File: src/rtl/nubus_pkg.sv
// Shared types and helpers for the NuBus master request scheduler.
package nubus_pkg;

  // Scheduler states; the encoding is visible on state_q in the top for checkers.
  typedef enum logic [2:0] {
    S_IDLE  = 3'd0,
    S_PICK  = 3'd1,
    S_ISSUE = 3'd2,
    S_XFER  = 3'd3,
    S_DONE  = 3'd4,
    S_DRAIN = 3'd5
  } sched_state_e;

  localparam int NREQ_DEFAULT = 4;

  // Width needed to index n requesters (at least one bit).
  function automatic int clog2(input int n);
    int w;
    w = 1;
    while ((1 << w) < n) w++;
    return w;
  endfunction

endpackage

File: src/rtl/nubus_rr_pick.sv
// Combinational round-robin picker: first set request strictly after last_i,
// scanning upward with wrap. Output is one-hot or zero.
module nubus_rr_pick
  import nubus_pkg::*;
#(
  parameter int NREQ  = NREQ_DEFAULT,
  parameter int PTR_W = clog2(NREQ)
) (
  input  logic [NREQ-1:0]  req_i,
  input  logic [PTR_W-1:0] last_i,
  output logic [NREQ-1:0]  gnt_o,
  output logic             valid_o
);

  logic [PTR_W-1:0] idx;

  // Scan last+1 .. last+NREQ (mod NREQ); the first hit wins, the rest are masked.
  always_comb begin
    gnt_o   = '0;
    valid_o = 1'b0;
    idx     = '0;
    for (int i = 1; i <= NREQ; i++) begin
      idx = PTR_W'((int'(last_i) + i) % NREQ);
      if (!valid_o && req_i[idx]) begin
        gnt_o[idx] = 1'b1;
        valid_o    = 1'b1;
      end
    end
  end

endmodule

File: src/rtl/nubus_master_sched.sv
// Round-robin scheduler sharing one NuBus master engine between NREQ local
// requesters, with bounded back-to-back chaining for locked requesters.
//
// Requester handshake: req_i[n] is a level held until done_o[n] or err_o[n]
// pulses for one clock; gnt_o[n] is high from selection through completion
// (and across chained locked transactions). A requester that drops req_i
// mid-transaction still receives its done/err pulse.
module nubus_master_sched
  import nubus_pkg::*;
#(
  parameter int NREQ     = NREQ_DEFAULT,
  parameter int LOCK_MAX = 4,
  parameter int CNT_W    = 3
) (
  input  logic            nub_clkn,
  input  logic            nub_resetn,
  input  logic [NREQ-1:0] req_i,
  input  logic [NREQ-1:0] lock_i,
  output logic [NREQ-1:0] gnt_o,
  output logic [NREQ-1:0] done_o,
  output logic [NREQ-1:0] err_o,
  output logic            sched_busy_o,
  output logic            mst_masterd_o,
  output logic            mst_lock_o,
  input  logic            mst_ownern_i,
  input  logic            mst_dtacyn_i,
  input  logic            mst_timeout_i,
  input  logic            nub_ackn
);

  localparam int              PTR_W     = clog2(NREQ);
  localparam logic [CNT_W:0]  CHAIN_LIM = (CNT_W+1)'(LOCK_MAX);

  sched_state_e     state_q, state_d;
  logic [NREQ-1:0]  gnt_q, gnt_d;
  logic [PTR_W-1:0] rr_q, rr_d;
  logic [CNT_W-1:0] cnt_q, cnt_d;
  logic             lock_q, lock_d;
  logic             ack_q, ack_d;

  logic [NREQ-1:0]  pick_gnt;
  logic             pick_valid;
  logic [PTR_W-1:0] pick_idx;
  logic [CNT_W:0]   cnt_next;
  logic             chain_ok;
  logic             engine_idle;

  nubus_rr_pick #(
    .NREQ  (NREQ),
    .PTR_W (PTR_W)
  ) u_pick (
    .req_i   (req_i),
    .last_i  (rr_q),
    .gnt_o   (pick_gnt),
    .valid_o (pick_valid)
  );

  // Encode the one-hot winner so it can become the new round-robin pointer.
  always_comb begin
    pick_idx = '0;
    for (int i = 0; i < NREQ; i++) begin
      if (pick_gnt[i]) pick_idx = PTR_W'(i);
    end
  end

  // Chain decision: the held grant keeps the engine only if it was granted
  // locked, still requests with lock, and has chain budget left.
  always_comb begin
    cnt_next    = {1'b0, cnt_q} + {{CNT_W{1'b0}}, 1'b1};
    engine_idle = mst_ownern_i && mst_dtacyn_i;
    chain_ok    = lock_q && (|(gnt_q & req_i)) && (|(gnt_q & lock_i)) &&
                  (cnt_next < CHAIN_LIM);
  end

  // State and datapath registers; reset points rr at NREQ-1 so requester 0 wins first.
  always_ff @(posedge nub_clkn or negedge nub_resetn) begin
    if (!nub_resetn) begin
      state_q <= S_IDLE;
      gnt_q   <= '0;
      rr_q    <= PTR_W'(NREQ - 1);
      cnt_q   <= '0;
      lock_q  <= 1'b0;
      ack_q   <= 1'b0;
    end else begin
      state_q <= state_d;
      gnt_q   <= gnt_d;
      rr_q    <= rr_d;
      cnt_q   <= cnt_d;
      lock_q  <= lock_d;
      ack_q   <= ack_d;
    end
  end

  // Next-state logic.
  always_comb begin
    state_d = state_q;
    gnt_d   = gnt_q;
    rr_d    = rr_q;
    cnt_d   = cnt_q;
    lock_d  = lock_q;
    ack_d   = ack_q;
    case (state_q)
      S_IDLE: begin
        if (|req_i) state_d = S_PICK;
      end
      S_PICK: begin
        if (pick_valid) begin
          gnt_d   = pick_gnt;
          lock_d  = |(pick_gnt & lock_i);
          rr_d    = pick_idx;
          cnt_d   = '0;
          state_d = S_ISSUE;
        end else begin
          state_d = S_IDLE;
        end
      end
      S_ISSUE: begin
        // Leaving on the owner edge drops masterd next cycle, so the engine
        // does not start a second arbitration.
        if (!mst_ownern_i) state_d = S_XFER;
      end
      S_XFER: begin
        if (!mst_dtacyn_i && (!nub_ackn || mst_timeout_i)) begin
          ack_d   = !nub_ackn;
          state_d = S_DONE;
        end
      end
      S_DONE: begin
        state_d = S_DRAIN;
      end
      S_DRAIN: begin
        if (engine_idle) begin
          if (chain_ok) begin
            cnt_d   = cnt_next[CNT_W-1:0];
            state_d = S_ISSUE;
          end else begin
            cnt_d   = '0;
            gnt_d   = '0;
            lock_d  = 1'b0;
            state_d = (|req_i) ? S_PICK : S_IDLE;
          end
        end
      end
      default: state_d = S_IDLE;
    endcase
  end

  // Outputs decoded from state; all zero in IDLE and therefore during reset.
  always_comb begin
    gnt_o         = gnt_q;
    done_o        = '0;
    err_o         = '0;
    mst_masterd_o = 1'b0;
    mst_lock_o    = 1'b0;
    sched_busy_o  = (state_q != S_IDLE);
    case (state_q)
      S_ISSUE: begin
        mst_masterd_o = 1'b1;
        mst_lock_o    = lock_q;
      end
      S_XFER: begin
        mst_lock_o = lock_q;
      end
      S_DONE: begin
        if (ack_q) done_o = gnt_q;
        else       err_o  = gnt_q;
      end
      default: ;
    endcase
  end

endmodule

File: config.mk
export PLATFORM = sky130hd
export DESIGN_NAME = nubus_master_sched
export DESIGN_NICKNAME = d
export VERILOG_FILES = /design/src/rtl/nubus_pkg.sv /design/src/rtl/nubus_rr_pick.sv /design/src/rtl/nubus_master_sched.sv
export SDC_FILE = /design/constraint.sdc
export NUM_CORES = 1
export LEC_CHECK = 0
export CAP_MARGIN = 10
export CELL_PAD_IN_SITES_DETAIL_PLACEMENT = 1
export CELL_PAD_IN_SITES_GLOBAL_PLACEMENT = 1
export CORE_MARGIN = 3
export CORE_UTILIZATION = 37
export DETAILED_ROUTE_END_ITERATION = 8
export PLACE_DENSITY = 0.83
export SETUP_SLACK_MARGIN = 0.15
export SYNTH_ARGS = -nofsm -noshare
export SYNTH_HDL_FRONTEND = slang
export SYNTH_SLANG_ARGS = --single-unit
export TNS_END_PERCENT = 100
File: constraint.sdc
create_clock -name nub_clkn -period 3.25 [get_ports nub_clkn]
set_input_delay 0.65 -clock nub_clkn [delete_from_list [all_inputs] [get_ports nub_clkn]]
set_output_delay 0.65 -clock nub_clkn [all_outputs]
set_load 0.005 [all_outputs]
Signal wires by layer:
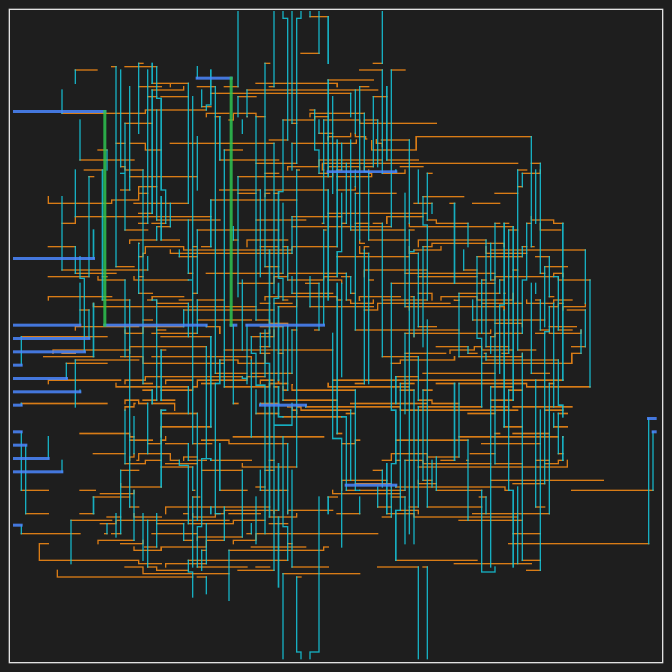
| layer | colour | wire length |
|---|---|---|
| metal 4 | green | 46.9 um |
| metal 3 | blue | 102 um |
| metal 1 | orange | 1,840 um |
| metal 2 | cyan | 2,130 um |

Wires at chosen ports, followed through buffers:
Bar = 20 um.
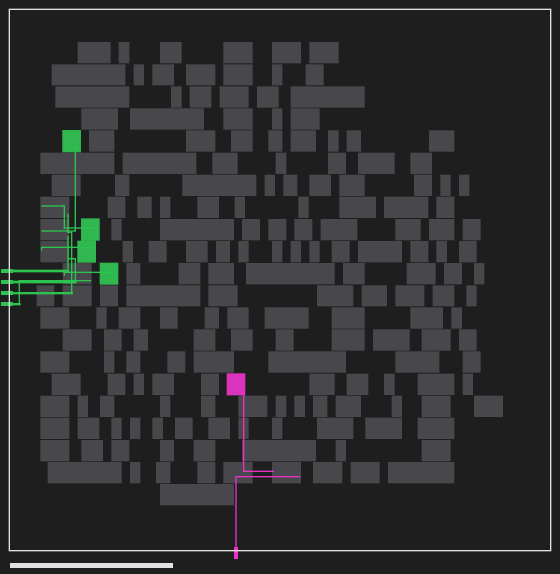
| port | colour | bits | direction | end cells | buffers | wire |
|---|---|---|---|---|---|---|
| err_o | green | 4 | output | 4 | 4 | 89.9 um |
| sched_busy_o | magenta | 1 | output | 1 | 1 | 30.0 um |
I/O pin total: 29
count of input and output buffers: 28

==> flow_results.org <==
* Implementation run

** Finish
- Number of standard cells in the layout, taps in and fillers out :: around 230
- Clock network area share :: about 2.1%
- Leaving out fill and tap cells, the most frequent cells in the layout are clkdlybuf4s50_1 (28), nor2_1 (17), nand2_1 (17), dfrtp_1 (12), and2_1 (9).
- The largest cell class by area is logic gates.
- Non-clock buffer contribution to total cell area :: 17.7%
- Count of clock-net buffers in the final layout :: 4
- Register fraction of the total cell area :: around a fifth
- Non-CTS inverters :: 6
- Leaving out buffers and inverters, the combinational logic in the layout accounts for slightly above 900 sq um.
- The fraction of cell area in multi-input combinational cells is reported as roughly 55%.
- The number of antenna diodes in the final layout is 0.

** Worst setup path
- Among all stages on the critical path, the maximum delay recorded is 0.65 ns.
- Setup slack, reg-to-reg :: 0.30 ns
- Worst path arrival time :: roughly 3.1 ns
- Startpoint type of the worst setup path :: register
- Worst path buffer plus inverter count :: 1
- Per STA, the startpoint of the critical path is rr_q[1]$_DFFE_PN1P_.
- Type of the worst setup path :: register to register
- Counting buffers and inverters, the worst setup path is 8 cells deep.
- The largest individual stage delay along the critical path comes from the cell dfstp_2.
- Worst reg2reg path endpoint :: lock_q$_DFFE_PN0P_
- Data required, critical path :: between 3 and 4 ns

** Synth
- In this run, the synthesized area fraction spent on xor and xnor cells is recorded as 0%.
- For reference, full adder, half adder and majority cells occupy under 10% of the area reported after synthesis.
- Count of synthesis-stage warnings from yosys :: 0
- The synthesis stat section lists a flop and latch total of 14.
- Simple-Gate Fraction of Synth Area :: ~29%
- Number of distinct library cells after synthesis :: roughly 50
- Per the synthesis report, the dominant area consumer among library cells is dfrtp_1.
- Sequential-to-total area share from yosys stat :: 26.1%
- Synthesized netlist cell count :: 161
- Post-synthesis share of cell area spent on and-or and or-and gates :: about 25%
- After synthesis, the share of flip-flops with an asynchronous set or reset is 100%.
- Cell area after synthesis :: 1350 sq um
- After synthesis, the chip area reported by Yosys is ~1400 sq um.
- Floorplan net count :: approximately 180
- Most area-consuming cells after synthesis :: dfrtp_1 (22%), ha_1 (8.3%), nand2_1 (4.7%)
- Counting flops with a built-in enable in the synthesized netlist gives 0.

** CTS
- Setup Buffers After CTS :: 0
- Buffers inserted during clock tree synthesis total 3.
- Once the clock tree was built, the resizer swapped 0 gates to a different size.
- Clk_lat worst skew :: between 0.2 and 0.3 ns
- TritonCTS built the clock tree.
- Clock-pin slew was measured on the worst setup and hold paths at ~0.1 ns.
- CTS saw 14 sinks.
- Root Buffer :: clkbuf_4

** Worst hold path
- Type of the most critical hold path :: register to register
- Number of cells traversed by the worst hold path :: 2

** STA
- After layout, the setup clock skew is reported as ~0.0037 ns.
- For this run, the final setup violation count is recorded as 0.
- Endpoints failing hold :: 0
- After layout, the worst path uses around nine tenths of the clock period.
- Setup repair after global routing left no endpoint under its margin.
- Static timing analysis puts the maximum clock frequency at 0.339 GHz.
- Number of pins exceeding their max-slew limit in the final report :: 0

** Job
- Per the run summary, max-cap violations total 0.
- Log Warnings :: 33

** Global routing
- The global route stage reports its total congestion overflow as 0.
- The first global-routing pass estimated slightly above 7000 um of wire.
- Global routing usage on met1 :: between 20% and 30%
- The number of global-route vias before repair is approximately 1,500.
- Most utilized layer in the global route result :: met2
- Initial antenna violation count :: 0
- Entering global routing, the biggest net connects 21 pins.
- Across every metal layer, demand over resource in global routing totals roughly a fifth.

** Floorplan
- The flow inserted about 46 tap cells.
- The total area inside the core boundary comes to 3420 sq um.
- Standard-cell row count :: 21
- Effective utilization at floorplan :: between 30% and 40%
- Die Y :: 66.5 um
- Per the OpenROAD floorplan log, the area of the die is around 4400 sq um.

** Detailed routing
- First-pass iteration count of the detailed router :: 4
- Per the detail_route log, met2 wirelength is ~2100 um.
- Routed length on met1 :: approximately 1800 um
- The detailed router used layers up to and including met4.
- The routed design has about 4000 um of wire.
- Sum of met3 wire segment lengths after detailed routing :: ~100 um
- Total via count in the routed design :: around 1,300
- Nets still carrying antenna violations after routing amount to 0.
- Vias per cell :: around 5.7
- For this sky-water flow run, the detailed-routed wirelength per cell is reported as 17.6 um.
- The violation tally recorded at the end of detailed-routing iteration 0 is between 90 and 100.

** Power
- Reported leakage power :: 0.000719 uW
- The power report lists the clock group at ~130 uW.
- The switching component of the power was reported as 720 uW.
- Combinational share of power :: about two thirds
- Power group with the highest consumption :: combinational logic
- Net switching share of the total power :: ~47%
- The script computed a power per unit cell area of 895 nW/um^2.
- Power attributed to sequential cells :: between 300 and 400 uW
- The internal power of the cells totals 809 uW.
- Max IR drop VDD :: ~320 uV

** Placement
- Cell Count Post-Placement :: around 230

** Outcome
- The run finished with clean final reports.
Sizing map:
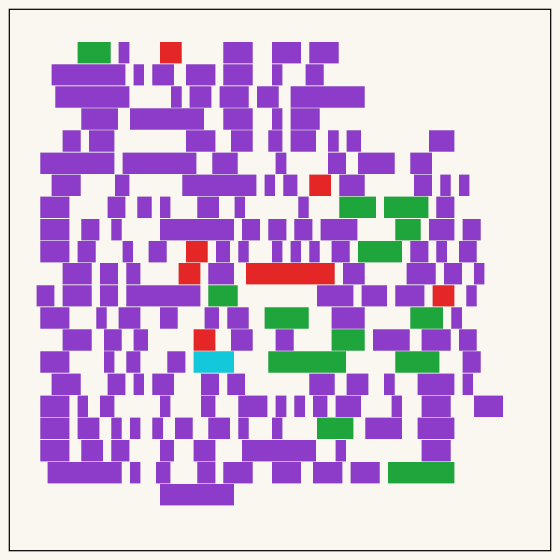
| size | colour | cells |
|---|---|---|
| _2 cells | green | 13 |
| _6 and larger | cyan | 1 |
| _3 and _4 cells | red | 7 |
| _0 and _1 cells | purple | 167 |

per-stage QoR:
step / area [sq um] / setup slack, ns / power (uW) / util (%)
6_report: 1710 / 0.298 / 1530 / 50.0
5_1_grt: 1710 / 0.164 / 1670 / 50.0
4_1_cts: 1690 / 0.172 / 1500 / 49.4
3_5_place_dp: 1650 / 0.212 / 1360 / 48.3
3_3_place_gp: 1650 / 0.370 / 1320 / 48.3
2_1_floorplan: 1350 / 0.354 / 1040 / -
tightest hold or removal path, cell delays in order (launching register included):
cell and delay, ns:
dfrtp_1 0.37, o31ai_1 0.07, o31ai_1 0.06
state kept, by name, indices dropped and copies added (netlist names):
| signal | count |
|---|---|
| gnt_o | 4 |
| cnt_q | 3 |
| state_q | 3 |
| rr_q | 2 |
| ack_q | 1 |
| lock_q | 1 |
Power is estimated from default activity; no workload was simulated.
